**src/rtl/motion_sequencer.sv**
```systemverilog
// motion_sequencer
//   Converts per-cycle motion commands from the wall-following decision FSM
//   into timed motor/arm actuation segments. Every segment is followed by a
//   motors-off settle period, so the drive never switches enable or direction
//   without a dead time in between. The block also keeps simple odometry.
//
// Ports
//   c1          in   system clock, rising edge
//   reset       in   synchronous, active-high reset
//   avancar     in   forward command (sampled only while idle)
//   girar       in   rotate-left command (sampled only while idle)
//   remover     in   debris-removal command (sampled only while idle)
//   motor_l_en  out  left motor enable
//   motor_l_dir out  left motor direction (1 = forward)
//   motor_r_en  out  right motor enable
//   motor_r_dir out  right motor direction (1 = forward)
//   arm_en      out  removal arm enable
//   busy        out  high whenever the sequencer is not idle
//   done        out  one-cycle pulse on return to idle
//   move_count  out  completed forward segments, wraps modulo 256
//   heading     out  completed left turns, wraps modulo 4
//
// Command handshake: there is no ready signal. A command is accepted only on
// an edge where the internal state is IDLE; the decision FSM uses busy/done
// to know when the next command will be taken. Commands seen while busy are
// dropped, not queued. The internal 'state' register is the FSM state.

module motion_sequencer #(
    parameter int MOVE_CYCLES = 16,
    parameter int TURN_CYCLES = 8,
    parameter int ARM_CYCLES  = 12,
    parameter int DEAD_CYCLES = 2,
    parameter int TIMER_W     = 16
) (
    input  logic       c1,
    input  logic       reset,
    input  logic       avancar,
    input  logic       girar,
    input  logic       remover,
    output logic       motor_l_en,
    output logic       motor_l_dir,
    output logic       motor_r_en,
    output logic       motor_r_dir,
    output logic       arm_en,
    output logic       busy,
    output logic       done,
    output logic [7:0] move_count,
    output logic [1:0] heading
);

    typedef enum logic [2:0] {
        IDLE   = 3'd0,
        FWD    = 3'd1,
        TURN   = 3'd2,
        ARM    = 3'd3,
        SETTLE = 3'd4
    } state_t;

    // Timer reload values: the timer counts down to 0, so a segment of N
    // cycles loads N-1 on the entry edge.
    localparam logic [TIMER_W-1:0] MOVE_LD = TIMER_W'(MOVE_CYCLES - 1);
    localparam logic [TIMER_W-1:0] TURN_LD = TIMER_W'(TURN_CYCLES - 1);
    localparam logic [TIMER_W-1:0] ARM_LD  = TIMER_W'(ARM_CYCLES - 1);
    localparam logic [TIMER_W-1:0] DEAD_LD = TIMER_W'(DEAD_CYCLES - 1);

    // Motor drive word {l_en, l_dir, r_en, r_dir}
    localparam logic [3:0] MOT_FWD  = 4'b1111;
    localparam logic [3:0] MOT_TURN = 4'b1011;
    localparam logic [3:0] MOT_OFF  = 4'b0000;

    state_t             state;
    logic [TIMER_W-1:0] timer;
    logic               pending_turn;
    logic [3:0]         motor;

    assign motor_l_en  = motor[3];
    assign motor_l_dir = motor[2];
    assign motor_r_en  = motor[1];
    assign motor_r_dir = motor[0];

    always_ff @(posedge c1) begin
        if (reset) begin
            state        <= IDLE;
            timer        <= '0;
            pending_turn <= 1'b0;
            motor        <= MOT_OFF;
            arm_en       <= 1'b0;
            busy         <= 1'b0;
            done         <= 1'b0;
            move_count   <= 8'd0;
            heading      <= 2'd0;
        end else begin
            done <= 1'b0;
            case (state)
                IDLE: begin
                    if (remover) begin
                        state  <= ARM;
                        timer  <= ARM_LD;
                        arm_en <= 1'b1;
                        busy   <= 1'b1;
                    end else if (avancar) begin
                        // avancar+girar together is a forward-then-turn move
                        state        <= FWD;
                        timer        <= MOVE_LD;
                        pending_turn <= girar;
                        motor        <= MOT_FWD;
                        busy         <= 1'b1;
                    end else if (girar) begin
                        state <= TURN;
                        timer <= TURN_LD;
                        motor <= MOT_TURN;
                        busy  <= 1'b1;
                    end
                end
                FWD: begin
                    if (timer == '0) begin
                        state      <= SETTLE;
                        timer      <= DEAD_LD;
                        motor      <= MOT_OFF;
                        move_count <= move_count + 8'd1;
                    end else begin
                        timer <= timer - 1'b1;
                    end
                end
                TURN: begin
                    if (timer == '0) begin
                        state   <= SETTLE;
                        timer   <= DEAD_LD;
                        motor   <= MOT_OFF;
                        heading <= heading + 2'd1;
                    end else begin
                        timer <= timer - 1'b1;
                    end
                end
                ARM: begin
                    if (timer == '0) begin
                        state  <= SETTLE;
                        timer  <= DEAD_LD;
                        arm_en <= 1'b0;
                    end else begin
                        timer <= timer - 1'b1;
                    end
                end
                SETTLE: begin
                    if (timer == '0) begin
                        if (pending_turn) begin
                            state        <= TURN;
                            timer        <= TURN_LD;
                            pending_turn <= 1'b0;
                            motor        <= MOT_TURN;
                        end else begin
                            state <= IDLE;
                            busy  <= 1'b0;
                            done  <= 1'b1;
                        end
                    end else begin
                        timer <= timer - 1'b1;
                    end
                end
                default: begin
                    state  <= IDLE;
                    timer  <= '0;
                    motor  <= MOT_OFF;
                    arm_en <= 1'b0;
                    busy   <= 1'b0;
                end
            endcase
        end
    end

endmodule

```
**config.mk**
```make
export PLATFORM = sky130hd
export DESIGN_NAME = motion_sequencer
export DESIGN_NICKNAME = d
export VERILOG_FILES = /design/src/rtl/motion_sequencer.sv
export SDC_FILE = /design/constraint.sdc
export NUM_CORES = 1
export LEC_CHECK = 0
export ABC_AREA = 1
export CAP_MARGIN = 0
export CORE_MARGIN = 4
export CORE_UTILIZATION = 51
export DETAILED_ROUTE_END_ITERATION = 16
export GPL_TIMING_DRIVEN = 0
export PLACE_DENSITY = 0.76
export SETUP_SLACK_MARGIN = 0.2
export SLEW_MARGIN = 30
export SYNTH_ARGS = -nofsm -noshare
export SYNTH_HDL_FRONTEND = slang
export SYNTH_SLANG_ARGS = --single-unit
```
**constraint.sdc**
```tcl
create_clock -name c1 -period 1.27 [get_ports c1]
set_input_delay 0.381 -clock c1 [delete_from_list [all_inputs] [get_ports c1]]
set_output_delay 0.381 -clock c1 [all_outputs]
set_load 0.1 [all_outputs]
```
Fig. 1: the metal 1 layer
Bar = 20 um.
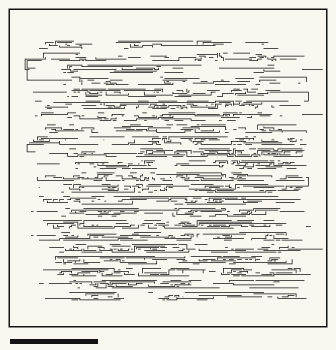
main direction = horizontal
nets with wire on the layer = 356

==> deck_impl_summary.md <==
Implementation Results

Outcome
  – Status: complete, but fails checks
  – Failing checks: setup timing

Global routing
  – M1 GR Usage: 29.8%
  – First-pass GRT wire length: 10300 um
  – Largest net degree at the start of global routing: 12
  – Global Route Usage Sum: 25.1%

Place
  – # port buffers: 20
  – Worst slack, placed: -690 ps

Final timing
  – Max-slew violations: 0
  – Fin Hold WS: 494 ps
  – Crit share post-route: 130%
  – Post-route setup TNS: -8910 ps
  – Count of final setup violators: 37
  – Slew HR: 66.1%
  – Achievable Freq: 605 MHz
  – Setup ws final: -384 ps

Cells and area
  – Clk tree area frac: 3.80%
  – Final core utilization: 91.8%
  – Layout Cells excl Fill: 419
  – Most frequent logic cell in the layout: nand2_1
  – Fillers: 138
  – Combinational share of cell area: 44.9%
  – Layout area overhead: 67.6%
  – Sequential cell area: 771 sq um
  – Layout cell share with drive strength beyond 1: 55.3%

Worst setup path
  – CP Launch Type: primary input
  – Crit-path max cell delay: 470 ps
  – Crit Reg-Reg Endpoint: move_count[7]
  – WP data arrival: 1880 ps
  – Worst Path Required: 1500 ps
  – Worst setup EP type: register

Yosys
  – Number of enable flip-flop cells: 0
  – Post-synthesis compound-gate area fraction: 12.6%
  – Library cells used by synthesis: 35
  – List of most frequent post-synthesis cells: 72 x nand2_1, 46 x nor2_1, 35 x dfxtp_1, 34 x inv_1, 24 x a21oi_1
  – Ys async rst share: 0%
  – Mux cell area share: 0%
  – Yosys cell count: 306

Worst hold path
  – Hold Startpoint: timer[5]
  – Hold Crit Depth: 2

CTS
  – Clock Latency Late Sink: 300 ps
  – CTS resizes: 191
  – Post-CTS setup buffers: 22
  – Clock transition at the registers of the reported paths: 70 ps
  – CTS buffer count: 5
  – CTS tree: built

Floorplan
  – Die Wd: 71.9 um
  – Core Rows: 22

Routing
  – Final wirelength: 8230 um
  – Routed met3 length: 515 um
  – DRT met1 WL: 3160 um
  – Wirelength per Cell: 19.6 um
  – Initial DRC Count: 237
  – Remaining antenna violation count after routing: 0

Run
  – Tool warnings: 30
Fig. 2: the metal 2 layer
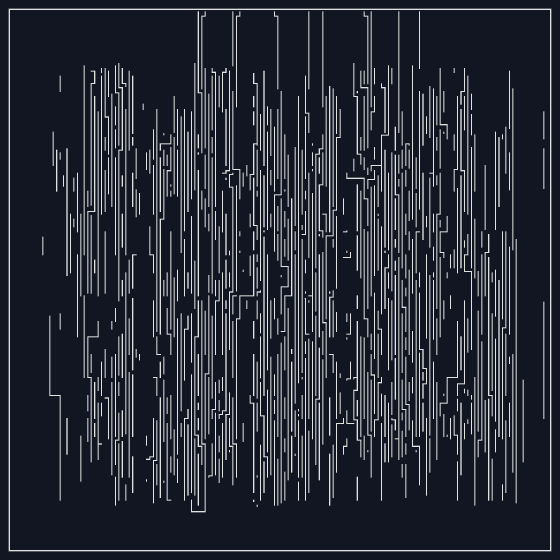
nets with wire on the layer = 346
longest straight run = 38.1 um
share of all routed wire = 51%
main direction = vertical

